===== config.mk =====
export PLATFORM = sky130hd
export DESIGN_NAME = fp_add_arbiter
export DESIGN_NICKNAME = d
export VERILOG_FILES = /design/src/rtl/fp_add_arbiter.sv
export SDC_FILE = /design/constraint.sdc
export NUM_CORES = 1
export LEC_CHECK = 0
export CAP_MARGIN = 30
export CORE_AREA = 2 2 162 164
export CTS_BUF_LIST = sky130_fd_sc_hd__clkbuf_8
export DETAILED_ROUTE_END_ITERATION = 8
export DIE_AREA = 0 0 164 166
export PLACE_DENSITY = 0.63
export SETUP_SLACK_MARGIN = 0.1
export SYNTH_ARGS = -nofsm -noshare
export SYNTH_HDL_FRONTEND = slang
export SYNTH_SLANG_ARGS = --single-unit

===== constraint.sdc =====
create_clock -name clk -period 2.11 [get_ports clk]
set_input_delay 0.422 -clock clk [delete_from_list [all_inputs] [get_ports clk]]
set_output_delay 0.422 -clock clk [all_outputs]
set_load 0.02 [all_outputs]

===== src/rtl/fp_add_arbiter.sv =====
// rtl/fp_add_arbiter.sv - round-robin sharing of one combinational FP32 adder among N_REQ requesters
module fp_add_arbiter #(
    parameter int N_REQ = 4,
    parameter int IDW   = 2,
    parameter int CNTW  = 16
) (
    input  logic                  clk,
    input  logic                  rst,
    input  logic [N_REQ-1:0]      req_valid,
    input  logic [32*N_REQ-1:0]   req_a,
    input  logic [32*N_REQ-1:0]   req_b,
    output logic [N_REQ-1:0]      req_ready,
    output logic [31:0]           add_a,
    output logic [31:0]           add_b,
    input  logic [31:0]           add_o,
    output logic                  res_valid,
    output logic [31:0]           res_data,
    output logic [IDW-1:0]        res_id,
    input  logic                  res_ready,
    output logic [CNTW-1:0]       op_count
);

    logic [IDW-1:0] ptr;
    logic [IDW-1:0] gnt_idx;
    logic [IDW-1:0] cand_idx;
    logic           gnt_found;
    logic           free;
    logic           grant;

    assign free = !res_valid || res_ready;

    // Search starts just past the last winner so every active requester is reached within N_REQ grants.
    always_comb begin
        gnt_found = 1'b0;
        gnt_idx   = '0;
        cand_idx  = '0;
        for (int k = 1; k <= N_REQ; k++) begin
            cand_idx = IDW'((int'(ptr) + k) % N_REQ);
            if (!gnt_found && req_valid[cand_idx]) begin
                gnt_found = 1'b1;
                gnt_idx   = cand_idx;
            end
        end
    end

    assign grant = gnt_found && free && !rst;

    always_comb begin
        req_ready = '0;
        add_a     = 32'h0;
        add_b     = 32'h0;
        if (grant) begin
            req_ready[gnt_idx] = 1'b1;
            add_a              = req_a[int'(gnt_idx)*32 +: 32];
            add_b              = req_b[int'(gnt_idx)*32 +: 32];
        end
    end

    always_ff @(posedge clk) begin
        if (rst) begin
            res_valid <= 1'b0;
            res_data  <= 32'h0;
            res_id    <= '0;
            op_count  <= '0;
            ptr       <= IDW'(N_REQ - 1);
        end else if (grant) begin
            res_valid <= 1'b1;
            res_data  <= add_o;
            res_id    <= gnt_idx;
            ptr       <= gnt_idx;
            op_count  <= op_count + 1'b1;
        end else if (res_valid && res_ready) begin
            res_valid <= 1'b0;
        end
    end

endmodule


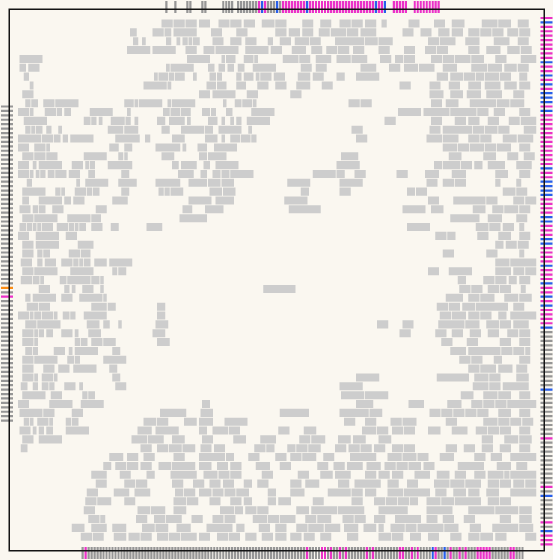
Fig. 1. Pin placement (run 1).
Pins as bars across the die edge, other pins in grey.
Key: orange = `rst` [pins 1, direction input, edge west]; magenta = `req_b` [pins 128, direction input, edge 55 east, 48 north, 24 south, 1 west]; blue = `add_b` [pins 32, direction output, edge 25 east, 5 north, 2 south]
All pins by edge: 148 south, 120 east, 74 north, 72 west.
PortBufs: 413
Die W: 164 um

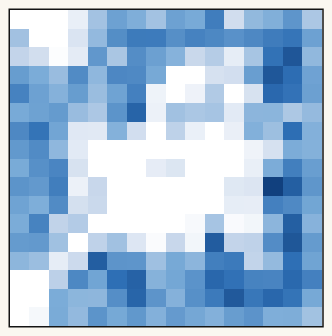
Fig. 2. Cell area per tile (run 1).
16 x 17 tiles, from white (low) to dark blue (high), 0 to 100% covered.
The fullest tile reaches 94%. The densest ninth of the die: south-east. The emptiest ninth of the die: centre. 18% of the tiles are nearly empty. The mean over all tiles is 38%.

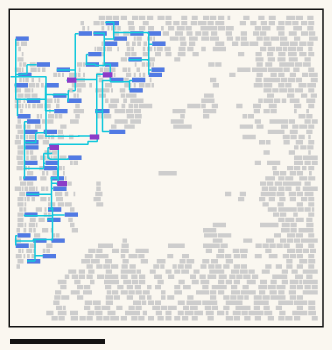
Fig. 3. Clock network drawn from the DEF (run 1).
The bar under the picture is 50 um long.
Key: purple = cells driving clock nets [count 5]; blue = flip-flops [count 53]; cyan = clock wires [length 740 um]
There are 6 routed clock nets.

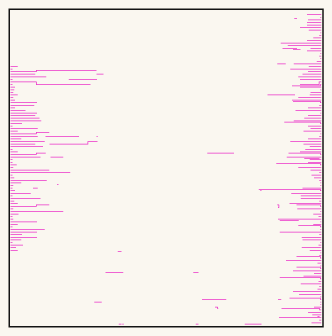
Fig. 4. M3 wires (run 1).
The layer carries 1780 um of wire. The layer holds 7.5% of the routed length.
vias: 5515
Post-Route WL: 23900 um
M3 GR Usage: 3.85%

==> impl_metrics.env, run 1 <==
# flow metrics
export IMPL_ys_top_cells_by_area="mux2i_1 29%, dfxtp_1 24%, o22ai_2 11%, nand2b_1 5.0%, o22ai_1 4.0%"
export IMPL_antenna_left=0
export IMPL_syn_num_nets=768
export IMPL_start_kind="flip-flop"
export IMPL_utilization_pct=42.3
export IMPL_core_um2=25600
export IMPL_mi_logic_area_um2=3750
export IMPL_cp_arrival_ps=2220
export IMPL_powerDensity_nw_per_um2=511
export IMPL_die_area_um2=27200
export IMPL_cp_end_kind="primary output"
export IMPL_grt_pass1_wl_um=32800
export IMPL_design_area_um2=10800
export IMPL_crit_chain="nand2b_4 -> a21oi_4 -> nor3_4 -> buf_12 -> buf_12 -> buf_8 -> buf_16 -> clkbuf_16 -> mux2i_2 -> o22ai_2 -> buf_2"
export IMPL_violations="negative setup slack"
export IMPL_cts_sinks=53
export IMPL_hold_viol_final=0
export IMPL_fp_util_pct=17.0
export IMPL_cts_tree="built"
export IMPL_critPathBufInv=6
export IMPL_vias_per_cell=4.28
export IMPL_dp_hpwl_um=17900
export IMPL_cp_common_cell="buf_12"
export IMPL_cts_buffers=5
export IMPL_syn_cell_area_um2=4370
export IMPL_power_mw=5.54
export IMPL_grt_use_total_pct=15.6
export IMPL_seqCellArea_um2=1070
export IMPL_grt_pass1_vias=5490
export IMPL_synth_cells=472
export IMPL_setup_slack_ps=-537
export IMPL_ys_sh_simple_pct=15.1
export IMPL_yosys_warnings=0
export IMPL_drc_errors=0
export IMPL_clkTransAtPathRegs_ps=110
export IMPL_fin_setup_tns_ps=-31670
export IMPL_fin_cells=1290
export IMPL_final_layout_size_suffix_gt1_share_pct=36.3
export IMPL_min_path_type="flip-flop to flip-flop"
export IMPL_wl_per_cell_um=18.5
export IMPL_mux_share_pct=29.6
export IMPL_finClkSkew_ps=16.3
export IMPL_setup_viol=68
export IMPL_aoi_share_pct=19.6
export IMPL_cpLargestDelayFamily="buffers and inverters"
export IMPL_grt_max_degree=76
export IMPL_drv_cap=0
export IMPL_grt_setup_unrepaired="true"
export IMPL_postCtsSetupBuffers=31
export IMPL_slew_headroom_pct=59.2
export IMPL_netlist_area_leader_share_pct=29.3
export IMPL_dp_slack_ps=-1340
export IMPL_insertion_delay_ps=320
export IMPL_power_leakage_nw=4.22
export IMPL_cts_max_level=2
export IMPL_syn_to_final_growth_pct=148
export IMPL_xor_share_pct=2.81
export IMPL_grt_ovfl_total=0
export IMPL_path_max_fanout=7
export IMPL_whs_ps=451
export IMPL_drtIter0Drc=175
export IMPL_dp_cells=1230
export IMPL_period_minus_slack_ps=2650
export IMPL_antenna_found_initial=4
export IMPL_yosysTopAreaCell="mux2i_1"
export IMPL_gp_congestion=0.807
export IMPL_period_used_pct=125
export IMPL_placed_area_um2=9370
export IMPL_first_pass_iters=4
export IMPL_required_ps=1690
export IMPL_warnings=29
export IMPL_final_common_cell="clkdlybuf4s50_1"
export IMPL_status="finished, violations left"
## run 1: power by group
group	internal, mW	total [mW]	switching (mW)
combinational	2.24	3.79	1.55
clock	0.241	0.614	0.373
sequential	1.08	1.13	0.0526
total	3.56	5.54	1.97
## run 1: worst paths after layout
kind,start,endpoint,slack (ps),depth (start not counted)
max,ptr[0]$_SDFFE_PP1P_,add_b[12],-540,11
min,res_id[1]$_SDFFE_PP0P_,res_id[1]$_SDFFE_PP0P_,450,2
max reg2reg,res_valid$_SDFFE_PP0P_,op_count[0]$_SDFFE_PP0P_,400,6
min reg2reg,res_id[1]$_SDFFE_PP0P_,res_id[1]$_SDFFE_PP0P_,450,2
## run 1: metal layers
layer | track usage [%] | up-vias | wire, um
met2 | 27.7 | 235 | 12000
met1 | 18.8 | 2571 | 9730
li1 | - | 2690 | -
met5 | 0 | - | 0
met4 | 3.24 | 0 | 370
met3 | 3.85 | 19 | 1780
## run 1: layout make-up
cell class,instances,share of cell area (%)
Multi-Input combinational cell,373,34.6
Sequential cell,53,9.84
Antenna cell,3,0.0692
Clock buffer,5,0.635
Timing Repair Buffer,516,50.7
Inverter,2,0.0692
Tap cell,335,3.87
Clock inverter,3,0.231
## run 1: sequential cells by signal, indices dropped and copies added (netlist names)
signal / flops
res_data: 32
res_valid: 1
op_count: 16
ptr: 2
res_id: 2
## run 1: synthesized netlist by cell type (all sizes together)
cell    count
a21o        1
a21oi       3
nand2b     35
nor2       22
xor2       13
nor3b       1
nand3       6
dfxtp      53
o21a        1
ha          1
buf        26
and4        1
o21ai      35
nand2      40
nor4        3
and3        3
mux2i     128
o31a        1
o22ai      65
nor3        4
inv         2
xnor2       1
nor2b       3
mux2        1
clkbuf     18
nand4       5
Fig. 5: run 1, cell outlines without signal wires
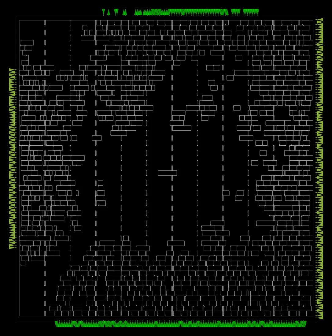

--- run 2 (diff from run 1) ---
Settings changed: CAP_MARGIN 30 to 20, CORE_AREA 2 2 162 164 to 2 2 160 162, DIE_AREA 0 0 164 166 to 0 0 162 164, PLACE_DENSITY 0.63 to 0.62.
Clock period 2.11 ns to 3 ns, I/O delays scaled along.
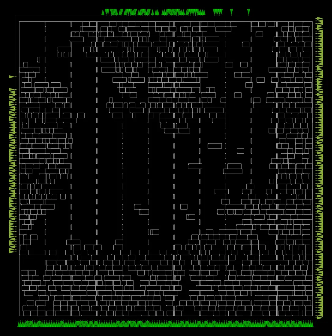
Fig. 6. Cell outlines without signal wires (run 2).
# rows: 58
# Taps: 330
non-filler cells, final: 1269
Core Area: 24800 um2
Finished Core Util: 41.0%

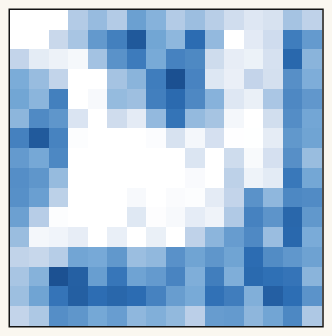
Fig. 7. Cell area per tile (run 2).
16 x 16 tiles, from white (low) to dark blue (high), 0 to 100% covered.
18% of the tiles are nearly empty. The fullest tile reaches 87%. The mean over all tiles is 37%. 6.6% of the tiles are over 75% full. The densest ninth of the die: south-east.

==> impl_metrics.env, run 2 <==
# flow metrics
export IMPL_top_cells_by_count="128 x mux2i_1, 53 x dfxtp_1, 40 x nand2_1"
export IMPL_hold_viol_final=0
export IMPL_insertion_delay_ps=320
export IMPL_p_sw_share_pct=34.5
export IMPL_yosys_warnings=0
export IMPL_grt_use_total_pct=17.1
export IMPL_cts_max_level=2
export IMPL_sh_comb_area_pct=33.2
export IMPL_die_area_um2=26600
export IMPL_grt_pass1_vias=5287
export IMPL_cp_arrival_ps=2420
export IMPL_antenna_found_initial=10
export IMPL_cp_depth=13
export IMPL_seq_area_share_pct=10.4
export IMPL_reg2regPathDepth=6
export IMPL_vias=5417
export IMPL_fp_util_pct=17.6
export IMPL_power_leakage_nw=4.07
export IMPL_cp_common_cell="buf_6"
export IMPL_async_flop_share_pct=0
export IMPL_largest_reg_flops=32
export IMPL_clock_area_share_pct=1.18
export IMPL_period_minus_slack_ps=3020
export IMPL_cp_end_kind="primary output"
export IMPL_syn_num_nets=768
export IMPL_first_pass_iters=4
export IMPL_p_comb_share_pct=65.1
export IMPL_inverters_excl_clock=2
export IMPL_pwr_share_seq_pct=21.0
export IMPL_diodes=6
export IMPL_start_kind="input pin"
export IMPL_edf_count=0
export IMPL_logic_gates=373
export IMPL_flops=53
export IMPL_warnings=28
export IMPL_min_path_type="flip-flop to flip-flop"
export IMPL_top_register="res_data"
export IMPL_wirelength_um=24700
export IMPL_syn_to_final_growth_pct=133
export IMPL_status="finished, violations left"
export IMPL_ys_flops=53
export IMPL_grt_setup_unrepaired="true"
export IMPL_whs_ps=451
export IMPL_syn_cell_area_um2=4370
export IMPL_ff_type="dfxtp_1"
export IMPL_cts_buffers=5
export IMPL_final_common_cell="clkdlybuf4s50_1"
export IMPL_ys_top_cells_by_area="mux2i_1 29%, dfxtp_1 24%, o22ai_2 11%, nand2b_1 5.0%, o22ai_1 4.0%"
export IMPL_top_regs="res_data: 32 flops, op_count: 16 flops"
export IMPL_critPathBufInv=8
export IMPL_grt_pass1_wl_um=34000
export IMPL_power_switching_mw=1.30
export IMPL_setup_slack_ps=-18.9
export IMPL_grt_max_degree=74
export IMPL_synth_cells=472
export IMPL_grt_ovfl_total=0
export IMPL_synthMostInstantiatedCell="mux2i_1"
export IMPL_largest_cell_class="non-clock buffers"
export IMPL_clkTransAtPathRegs_ps=100
export IMPL_cts_sinks=53
export IMPL_seqCellArea_um2=1060
export IMPL_portBuffers=413
export IMPL_powerDensity_nw_per_um2=371
export IMPL_yosysTopAreaCell="mux2i_1"
export IMPL_mi_logic_area_um2=3370
export IMPL_violations="negative setup slack"
export IMPL_dp_hpwl_um=18700
export IMPL_final_layout_size_suffix_gt1_share_pct=29.3
export IMPL_netlist_area_leader_share_pct=29.3
export IMPL_peakVddDrop_uv=323
export IMPL_p_int_mw=2.47
export IMPL_period_used_pct=101
export IMPL_wl_per_cell_um=19.5
export IMPL_n_all_buffers=497
export IMPL_gp_congestion=0.810
export IMPL_whs_path_depth=2
export IMPL_postCtsSetupBuffers=26
export IMPL_drtIter0Drc=210
export IMPL_crit_chain="buf_6 -> nor2b_4 -> o21a_1 -> nor3_4 -> buf_6 -> buf_12 -> buf_6 -> buf_6 -> buf_16 -> buf_6 -> mux2i_2 -> o22ai_2 -> buf_6"
export IMPL_power_mw=3.77
export IMPL_slew_headroom_pct=53.9
export IMPL_required_ps=2400
export IMPL_setup_viol=1
export IMPL_vias_per_cell=4.27
## run 2: per-stage QoR
stage	setup WS [ps]	setup TNS (ps)	utilization [%]	cell area, um2
finish	-18.9	-18.9	41.0	10200
CTS	-106	-227	38.4	9530
floorplan	473	0	-	4370
detailed placement	-662	-36570	36.2	8980
global route	-100	-360	40.9	10200
global placement	-653	-34880	36.2	8980
## run 2: cells by family (layout without fill, tap and decap cells)
| kind of cell | Yosys count | count (layout) | synth area share (%) |
|---|---|---|---|
| and+or+nand+nor | 123 | 123 | 15.1 |
| AOI/OAI and AO/OA | 106 | 106 | 19.6 |
| muxes | 129 | 129 | 29.6 |
| DFF | 53 | 53 | 24.3 |
| buffers and inverters | 46 | 507 | 8.31 |
| other | 0 | 6 | 0 |
| adders and majority gates | 1 | 1 | 0.286 |
| xor gates and xnor gates | 14 | 14 | 2.81 |
## run 2: per-layer routing
metal	vias to the layer above	GRT usage [%]	part of all wire, %
met5	-	0	0.23
met1	2508	21.2	42
met2	224	28.5	47
met4	8	2.37	0.74
li1	2656	-	-
met3	21	6.69	10
## run 2: worst paths after layout
path | from | end | slack [ps]
worst min register to register | res_id[1]$_SDFFE_PP0P_ | res_id[1]$_SDFFE_PP0P_ | 450
worst max register to register | res_valid$_SDFFE_PP0P_ | op_count[0]$_SDFFE_PP0P_ | 990
worst min-delay path | res_id[1]$_SDFFE_PP0P_ | res_id[1]$_SDFFE_PP0P_ | 450
worst max-delay path | req_valid[3] | add_a[8] | -20
## run 2: power by group through the flow
stage | clock network, mW | registers (mW) | logic [mW]
2_1_floorplan | 0 | 0.862 | 0.940
3_3_place_gp | 0 | 0.804 | 1.90
4_1_cts | 0.545 | 0.791 | 2.14
6_report | 0.523 | 0.792 | 2.46
3_5_place_dp | 0 | 0.806 | 1.91
5_1_grt | 0.571 | 0.800 | 2.58
Power and IR drop assume default switching activity.
